**src/rtl/smol_pkg.sv**
```systemverilog
// ============================================================================
// smol_pkg : shared types and funct3 encodings for the smolCore load/store unit
// Revision : 1.0
// ============================================================================
`default_nettype none

package smol_pkg;

  typedef enum logic [2:0] {
    IDLE  = 3'd0,
    REQ   = 3'd1,
    WAIT  = 3'd2,
    DONE  = 3'd3,
    FAULT = 3'd4
  } lsu_state_e;

  localparam logic [2:0] F3_B  = 3'b000;
  localparam logic [2:0] F3_H  = 3'b001;
  localparam logic [2:0] F3_W  = 3'b010;
  localparam logic [2:0] F3_BU = 3'b100;
  localparam logic [2:0] F3_HU = 3'b101;

endpackage

`default_nettype wire

```
**src/rtl/smol_lsu_align.sv**
```systemverilog
// ============================================================================
// smol_lsu_align : byte-lane steering, load extension and legality check
// Revision       : 1.0
// ============================================================================
`default_nettype none

module smol_lsu_align
  import smol_pkg::*;
(
  input  logic        is_store,
  input  logic [2:0]  funct3,
  input  logic [1:0]  addr_lo,
  input  logic [31:0] wdata,
  input  logic [31:0] rdata,
  output logic [3:0]  be,
  output logic [31:0] lane_wdata,
  output logic [31:0] rdata_ext,
  output logic        illegal
);

  logic [7:0]  byte_sel;
  logic [15:0] half_sel;

  assign byte_sel = 8'(rdata >> {addr_lo, 3'b000});
  assign half_sel = 16'(rdata >> {addr_lo[1], 4'b0000});

  always_comb begin
    be         = 4'b0000;
    lane_wdata = 32'h0;
    illegal    = 1'b0;
    rdata_ext  = 32'h0;

    case (funct3[1:0])
      2'b00: begin
        be         = 4'b0001 << addr_lo;
        lane_wdata = {4{wdata[7:0]}};
      end
      2'b01: begin
        be         = 4'b0011 << {addr_lo[1], 1'b0};
        lane_wdata = {2{wdata[15:0]}};
        illegal    = addr_lo[0];
      end
      2'b10: begin
        be         = 4'b1111;
        lane_wdata = wdata;
        illegal    = (addr_lo != 2'b00);
      end
      default: illegal = 1'b1;
    endcase

    // Stores have no unsigned forms; loads have no 110/111 encodings.
    if (funct3[2] && (is_store || funct3[1])) begin
      illegal = 1'b1;
    end

    case (funct3)
      F3_B:    rdata_ext = {{24{byte_sel[7]}}, byte_sel};
      F3_H:    rdata_ext = {{16{half_sel[15]}}, half_sel};
      F3_W:    rdata_ext = rdata;
      F3_BU:   rdata_ext = {24'h0, byte_sel};
      F3_HU:   rdata_ext = {16'h0, half_sel};
      default: rdata_ext = 32'h0;
    endcase
  end

endmodule

`default_nettype wire

```
**src/rtl/smol_lsu.sv**
```systemverilog
// ============================================================================
// smol_lsu : single-outstanding load/store unit on a req/gnt/rvalid bus
// Revision : 1.0
// ============================================================================
`default_nettype none

module smol_lsu
  import smol_pkg::*;
(
  input  logic        clk,
  input  logic        rst_n,
  input  logic        req_valid,
  output logic        req_ready,
  input  logic        req_is_store,
  input  logic [2:0]  req_funct3,
  input  logic [31:0] req_addr,
  input  logic [31:0] req_wdata,
  input  logic [4:0]  req_rd,
  output logic        mem_req,
  output logic        mem_we,
  output logic [31:0] mem_addr,
  output logic [3:0]  mem_be,
  output logic [31:0] mem_wdata,
  input  logic        mem_gnt,
  input  logic        mem_rvalid,
  input  logic [31:0] mem_rdata,
  output logic        wb_valid,
  output logic [4:0]  wb_rd,
  output logic [31:0] wb_data,
  output logic        op_done,
  output logic        fault
);

  lsu_state_e  state_q, state_d;
  logic [2:0]  f3_q, f3_d;
  logic [1:0]  addr_lo_q, addr_lo_d;
  logic        mem_we_q, mem_we_d;
  logic [31:0] mem_addr_q, mem_addr_d;
  logic [3:0]  mem_be_q, mem_be_d;
  logic [31:0] mem_wdata_q, mem_wdata_d;
  logic [4:0]  wb_rd_q, wb_rd_d;
  logic [31:0] wb_data_q, wb_data_d;

  logic        is_idle;
  logic        al_store;
  logic [2:0]  al_f3;
  logic [1:0]  al_addr_lo;
  logic [3:0]  al_be;
  logic [31:0] al_wdata;
  logic [31:0] al_rdata_ext;
  logic        al_illegal;

  // The aligner sees the live request while idle and the latched op afterwards,
  // so one instance serves both the accept check and the load extraction.
  assign is_idle    = (state_q == IDLE);
  assign al_store   = is_idle ? req_is_store    : mem_we_q;
  assign al_f3      = is_idle ? req_funct3      : f3_q;
  assign al_addr_lo = is_idle ? req_addr[1:0]   : addr_lo_q;

  smol_lsu_align u_align (
    .is_store   (al_store),
    .funct3     (al_f3),
    .addr_lo    (al_addr_lo),
    .wdata      (req_wdata),
    .rdata      (mem_rdata),
    .be         (al_be),
    .lane_wdata (al_wdata),
    .rdata_ext  (al_rdata_ext),
    .illegal    (al_illegal)
  );

  always_comb begin
    state_d     = state_q;
    f3_d        = f3_q;
    addr_lo_d   = addr_lo_q;
    mem_we_d    = mem_we_q;
    mem_addr_d  = mem_addr_q;
    mem_be_d    = mem_be_q;
    mem_wdata_d = mem_wdata_q;
    wb_rd_d     = wb_rd_q;
    wb_data_d   = wb_data_q;

    case (state_q)
      IDLE: begin
        if (req_valid) begin
          if (al_illegal) begin
            state_d = FAULT;
          end else begin
            state_d     = REQ;
            f3_d        = req_funct3;
            addr_lo_d   = req_addr[1:0];
            mem_we_d    = req_is_store;
            mem_addr_d  = {req_addr[31:2], 2'b00};
            mem_be_d    = al_be;
            mem_wdata_d = al_wdata;
            wb_rd_d     = req_rd;
          end
        end
      end
      REQ: begin
        if (mem_gnt) begin
          state_d = mem_we_q ? DONE : WAIT;
        end
      end
      WAIT: begin
        if (mem_rvalid) begin
          wb_data_d = al_rdata_ext;
          state_d   = DONE;
        end
      end
      DONE:    state_d = IDLE;
      FAULT:   state_d = IDLE;
      default: state_d = IDLE;
    endcase
  end

  always_ff @(posedge clk) begin
    if (!rst_n) begin
      state_q     <= IDLE;
      f3_q        <= 3'b000;
      addr_lo_q   <= 2'b00;
      mem_we_q    <= 1'b0;
      mem_addr_q  <= 32'h0;
      mem_be_q    <= 4'b0000;
      mem_wdata_q <= 32'h0;
      wb_rd_q     <= 5'd0;
      wb_data_q   <= 32'h0;
    end else begin
      state_q     <= state_d;
      f3_q        <= f3_d;
      addr_lo_q   <= addr_lo_d;
      mem_we_q    <= mem_we_d;
      mem_addr_q  <= mem_addr_d;
      mem_be_q    <= mem_be_d;
      mem_wdata_q <= mem_wdata_d;
      wb_rd_q     <= wb_rd_d;
      wb_data_q   <= wb_data_d;
    end
  end

  assign req_ready = is_idle;
  assign mem_req   = (state_q == REQ);
  assign mem_we    = mem_we_q;
  assign mem_addr  = mem_addr_q;
  assign mem_be    = mem_be_q;
  assign mem_wdata = mem_wdata_q;
  assign wb_valid  = (state_q == DONE) && !mem_we_q;
  assign wb_rd     = wb_rd_q;
  assign wb_data   = wb_data_q;
  assign op_done   = (state_q == DONE) || (state_q == FAULT);
  assign fault     = (state_q == FAULT);

endmodule

`default_nettype wire

```
**config.mk**
```make
export PLATFORM = sky130hd
export DESIGN_NAME = smol_lsu
export DESIGN_NICKNAME = d
export VERILOG_FILES = /design/src/rtl/smol_pkg.sv /design/src/rtl/smol_lsu_align.sv /design/src/rtl/smol_lsu.sv
export SDC_FILE = /design/constraint.sdc
export NUM_CORES = 1
export LEC_CHECK = 0
export ABC_AREA = 0
export CAP_MARGIN = 20
export CORE_ASPECT_RATIO = 1.5
export CORE_MARGIN = 3
export CORE_UTILIZATION = 63
export DETAILED_ROUTE_END_ITERATION = 7
export DONT_BUFFER_PORTS = 1
export GPL_ROUTABILITY_DRIVEN = 0
export GPL_TIMING_DRIVEN = 0
export HOLD_SLACK_MARGIN = 0.03
export PLACE_DENSITY = 0.83
export SETUP_SLACK_MARGIN = 0.1
export SLEW_MARGIN = 5
export SYNTH_ARGS = -nofsm -noshare
export SYNTH_HDL_FRONTEND = slang
export SYNTH_SLANG_ARGS = --single-unit
```
**constraint.sdc**
```tcl
create_clock -name clk -period 3.2 [get_ports clk]
set_input_delay 0.32 -clock clk [delete_from_list [all_inputs] [get_ports clk]]
set_output_delay 0.32 -clock clk [all_outputs]
set_load 0.1 [all_outputs]
```
Run 1, signal wires on met1:
Supply wires on this layer in grey.
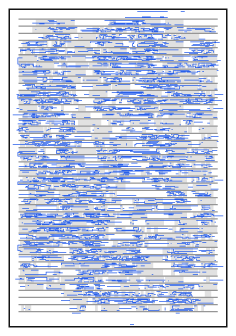
718 nets have wire on it. The wires run mostly horizontal.

Run 1, clock nets:
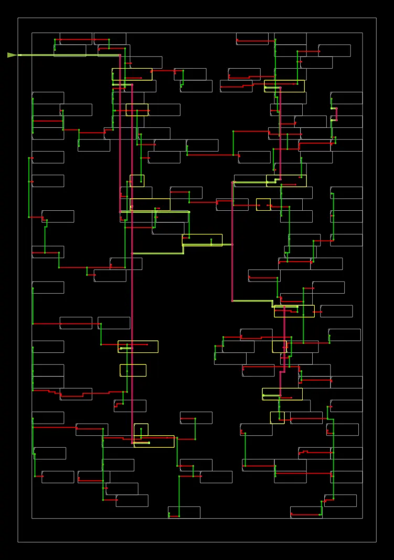
Layout Skew: 0.00848 ns
clock buffer instance count of the final layout: 10

==> impl_metrics.toml, run 1 <==
# flow metrics
[cells_and_area]
logic_inverters = 4
num-fill-cells = 657
layout.nets = 769
comb-cell-share_pct = 48.9
seqCellArea_um2 = 2240
layout.cell_area.non_filler_um2 = 6000
instances_no_fill = 771
area_growth_syn_to_layout_pct = 9.15
layout.cells.most_common_list = "112 x sky130_fd_sc_hd__dfxtp_1, 95 x sky130_fd_sc_hd__a21oi_1, 68 x sky130_fd_sc_hd__o21ai_0"
utilization_pct = 70.9
n_all_buffers = 71
seq_area_share_pct = 37.4
antenna_cells = 0
layout.area.top_class = "multi-input combinational cells"
signal_buffer_area_fraction_pct = 6.17
layout-drive-gt1-share_pct = 9.19
layout.comb_gates.multi_input = 461

[cts]
cts_made_buffers = 9
clock_sinks = 112
cts_buffer_depth = 2
cts_setup_buffers = 0
cts-hold-fix-buffers = 0
worstSkewPairLatency_ns = 0.36
cts-resized-gates = 0
h-tree-depth = 3
clk_transition_reported_paths_ns = 0.08
tritoncts = "built"
cts_root_buf = "sky130_fd_sc_hd__clkbuf_16"

[min_path]
hold_path_startpoint = "req_addr[28]"
worstHoldPathCells = 2
min_delay_worst_endpoint = "mem_addr[28]"
hold_path.class = "in -> reg"

[timing]
timing.final.hold_violations = 0
fin_crit_sh_pct = 87.3
finalMaxSlewViolations = 0
fin_setup_tns_ns = 0
hold_slack_ns = 0.0924
worstMarginPinSlew_ns = 1.08
rsz0062_at_grt = "false"
final_critical_path_setup_slack_ns = 0.408
fmaxAchievable_ghz = 0.358
maxSlewHeadroom_pct = 27.7
setup-violations-final = 0

[placement]
io_port_bufs = 0
detailed_place.area_um2 = 5700
hpwlAfterDp_mm = 13.3
pre_cts_slack_ns = 0.507

[die]
fp.dieH_um = 120
std_cell_rows = 41
floorplanUtilization_pct = 65.0
overall_die_width_um = 82.3
die_area_um2 = 9910
design.core.area_um2 = 8460
io_pins = 221

[worst_setup_path]
critical_path.cell_chain = "or3_1 -> buf_6 -> inv_8 -> buf_6 -> mux2i_1 -> o221a_2 -> o21ai_0 -> a2111oi_0"
critical_path_cell_with_the_highest_stage_delay = "sky130_fd_sc_hd__a2111oi_0"
critical_path_class = "reg -> reg"
path_depth = 8
timing.critical_path.slowest_cell_delay_ns = 0.49
rr_endpoint = "state_q[0]"
critical_path.startpoint = "state_q[2]"
critical_path.startpoint_type = "flop"
reg2reg_setup_slack_ns = 0.41
worst-endpoint-required_ns = 3.40
reg2reg_from = "state_q[2]"
most_frequent_cell_on_the_critical_path = "sky130_fd_sc_hd__buf_6"
critPathTopFamily = "AND-OR/OR-AND gates"
timing.critical_path.arrival_ns = 2.99
timing.critical_path.fanout_max = 10
worst_setup_path_end_kind = "flop"

[logic_synthesis]
dominant_combinational_family = "AND-OR/OR-AND gates"
synth.yosys.warnings = 0
aoi_share_pct = 35.5
synth.cellmix.adderShare_pct = 0
list_of_most_frequent_post_synthesis_cells = "112 x sky130_fd_sc_hd__dfxtp_1, 95 x sky130_fd_sc_hd__a21oi_1, 68 x sky130_fd_sc_hd__o21ai_0"
synthCells = 644
synth.yosys.seq_area_share_pct = 40.8
cell_total_in_the_yosys_stat_output = 644
synthDominantCellAreaShare_pct = 40.8
synth-edff-count = 0
post_synth.cell_area_avg_um2 = 8.54
synth.cellmix.xorXnorShare_pct = 0
netlist_area_um2 = 5500
synth-seq-cells = 112
mux_area_share_pct = 4.10
synth_area_leader_cell = "sky130_fd_sc_hd__dfxtp_1"
netlist-cell-type-count = 61
netlist_top_cells_area = "sky130_fd_sc_hd__dfxtp_1 41%, sky130_fd_sc_hd__a21oi_1 8.6%, sky130_fd_sc_hd__o21ai_0 6.2%"
yosys.stat.chipArea_um2 = 5500
most_common_cell = "sky130_fd_sc_hd__dfxtp_1"
simple_gate_share_pct = 13.2

[routing]
routed_wl_mm = 17.7
firstDrtPassIters = 6
met3RoutedLength_mm = 2.01
antenna_violating_nets_left = 0
first_iter_violations = 378
wl_met2_mm = 8.91
route.layer.met1.wl_mm = 5.89
remaining_drc_errors = 0
vias_per_cell = 7.12

[power_and_ir_drop]
power.largest_group = "registers"
combinationalPower_w = 0.00154
power.density_cell_area_nw_per_um2 = 831
power_frac_comb_pct = 30.8
total_power_w = 0.00499
switching_share_pct = 47.5
internal_power_component_w = 0.00262
clockPowerShare_pct = 22.5
clock_net_power_w = 0.00112
leakage_nw = 1.99
power.ir.vdd_worst_mv = 0.462
seqPwrFrac_pct = 46.7

[run]
timing.max_cap.violations = 0
openroad.warnings = 26

[outcome]
run_status = "finished, final reports clean"

[global_route]
grt_max_degree = 21
first_global_vias = 5463
antenna_violations_before_repair = 0
grt_busiest_layer = "met2"
global_route.usage.met3_pct = 9.84
met1_usage_pct = 36.3
global_route.overflow_total = 0
Run 1, cells by drive strength:
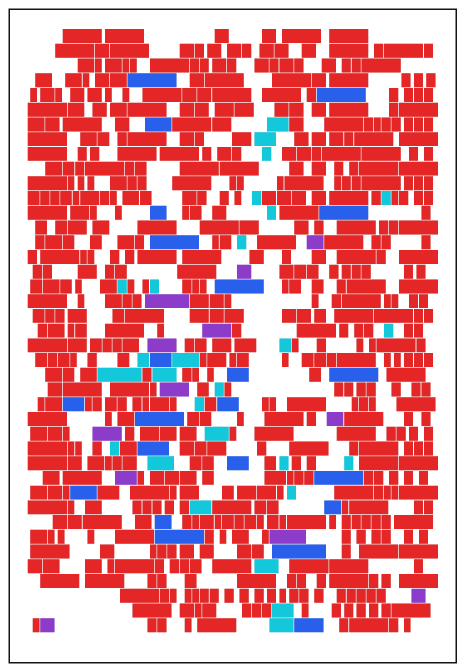
Key: drive 6 and up = blue [cells 22, share 3.3%, most used clkbuf_16]; drive 1 or less = red [cells 603, share 91%, most used dfxtp_1]; drive 2 = cyan [cells 27, share 4.1%, most used buf_2]; drive 3 to 4 = purple [cells 12, share 1.8%, most used mux2_4]

Run 1, clock distribution:
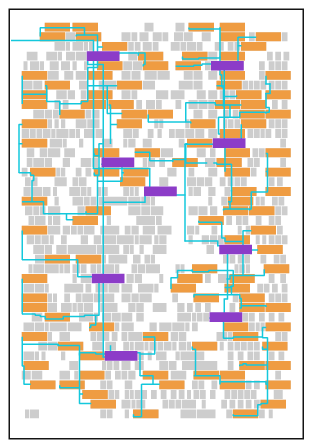
Key: clock wires = cyan [length 1220 um]; cells driving clock nets = purple [count 9]; flip-flops = orange [count 112]
There are 10 routed clock nets.

==> run 2, diff against run 1 <==
--- a/config.mk
+++ b/config.mk
@@ -17,6 +17,7 @@
 export HOLD_SLACK_MARGIN = 0.03
 export PLACE_DENSITY = 0.83
 export SETUP_SLACK_MARGIN = 0.1
+export SKIP_CTS_REPAIR_TIMING = 1
 export SLEW_MARGIN = 5
 export SYNTH_ARGS = -nofsm -noshare
 export SYNTH_HDL_FRONTEND = slang
Run 2, clock nets:
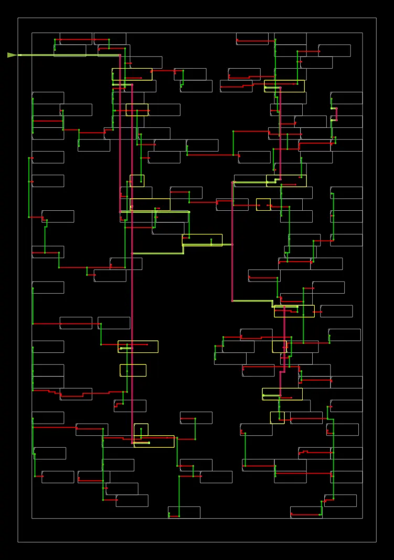
Late-Pin Clk Latency: 0.36 ns
clock buffers created by TritonCTS: 9

Run 2, clock distribution:
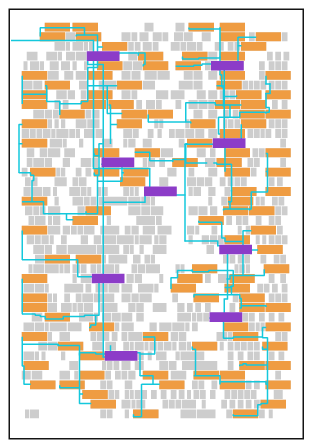
Key: flip-flops = orange [count 112]; clock wires = cyan [length 1220 um]; cells driving clock nets = purple [count 9]
There are 10 routed clock nets. Position of the flops: spread over the die.

==> run 2 against run 1 <==
Against the previous run: sequential power is essentially flat; combinational power is essentially flat; via count is the same; power is the same; sequential share of layout area is the same; wire length is the same; largest cell class unchanged; highest routed layer unchanged.
==> impl_metrics.toml, run 2 <==
# flow metrics
[timing]
rsz0062_at_grt = "false"
finalMaxSlewViolations = 0
clock-skew-final_ns = 0.00848
fin_setup_tns_ns = 0
setup-violations-final = 0
final_critical_path_setup_slack_ns = 0.408
timing.final.hold_violations = 0
worstMarginPinSlew_ns = 1.08

[routing]
wl_met2_mm = 8.91
routed_wl_mm = 17.7
first_iter_violations = 378
antenna_violating_nets_left = 0
vias_per_cell = 7.12

[logic_synthesis]
yosys.stat.chipArea_um2 = 5500
simple_gate_share_pct = 13.2
synth-edff-count = 0
synth_area_leader_cell = "sky130_fd_sc_hd__dfxtp_1"
aoi_share_pct = 35.5
synthDominantCellAreaShare_pct = 40.8
synth.yosys.warnings = 0
netlist-cell-type-count = 61
synthCells = 644
dominant_combinational_family = "AND-OR/OR-AND gates"
netlist_top_cells_area = "sky130_fd_sc_hd__dfxtp_1 41%, sky130_fd_sc_hd__a21oi_1 8.6%, sky130_fd_sc_hd__o21ai_0 6.2%"
post_synth.cell_area_avg_um2 = 8.54

[power_and_ir_drop]
internal_power_component_w = 0.00262
total_power_w = 0.00499
combinationalPower_w = 0.00154
power.largest_group = "registers"
power_frac_comb_pct = 30.8
clockPowerShare_pct = 22.5
power.ir.vdd_worst_mv = 0.462

[worst_setup_path]
timing.critical_path.slowest_cell_delay_ns = 0.49
reg2reg_from = "state_q[2]"
most_frequent_cell_on_the_critical_path = "sky130_fd_sc_hd__buf_6"
critPathTopFamily = "AND-OR/OR-AND gates"
rr_endpoint = "state_q[0]"
path_depth = 8
critical_path_class = "reg -> reg"

[min_path]
hold_path_startpoint = "req_addr[28]"
min_delay_worst_endpoint = "mem_addr[28]"
hold_path.class = "in -> reg"
worstHoldPathCells = 2

[cts]
cts_root_buf = "sky130_fd_sc_hd__clkbuf_16"
cts_buffer_depth = 2
tritoncts = "built"
h-tree-depth = 3
clock_sinks = 112
clk_transition_reported_paths_ns = 0.08

[global_route]
met1_usage_pct = 36.3
global_route.overflow_total = 0

[die]
std_cell_rows = 41
overall_die_width_um = 82.3
design.core.area_um2 = 8460

[cells_and_area]
utilization_pct = 70.9
comb-cell-share_pct = 48.9
logic_inverters = 4
instances_no_fill = 771
layout.cell_area.non_filler_um2 = 6000
num-fill-cells = 657
num-clock-buffers = 10
seqCellArea_um2 = 2240
antenna_cells = 0
seq_area_share_pct = 37.4
layout-drive-gt1-share_pct = 9.19
layout.nets = 769

[placement]
pre_cts_slack_ns = 0.507

[outcome]
run_status = "finished, final reports clean"

[run]
timing.max_cap.violations = 0
openroad.warnings = 26
Power and IR drop assume default switching activity.
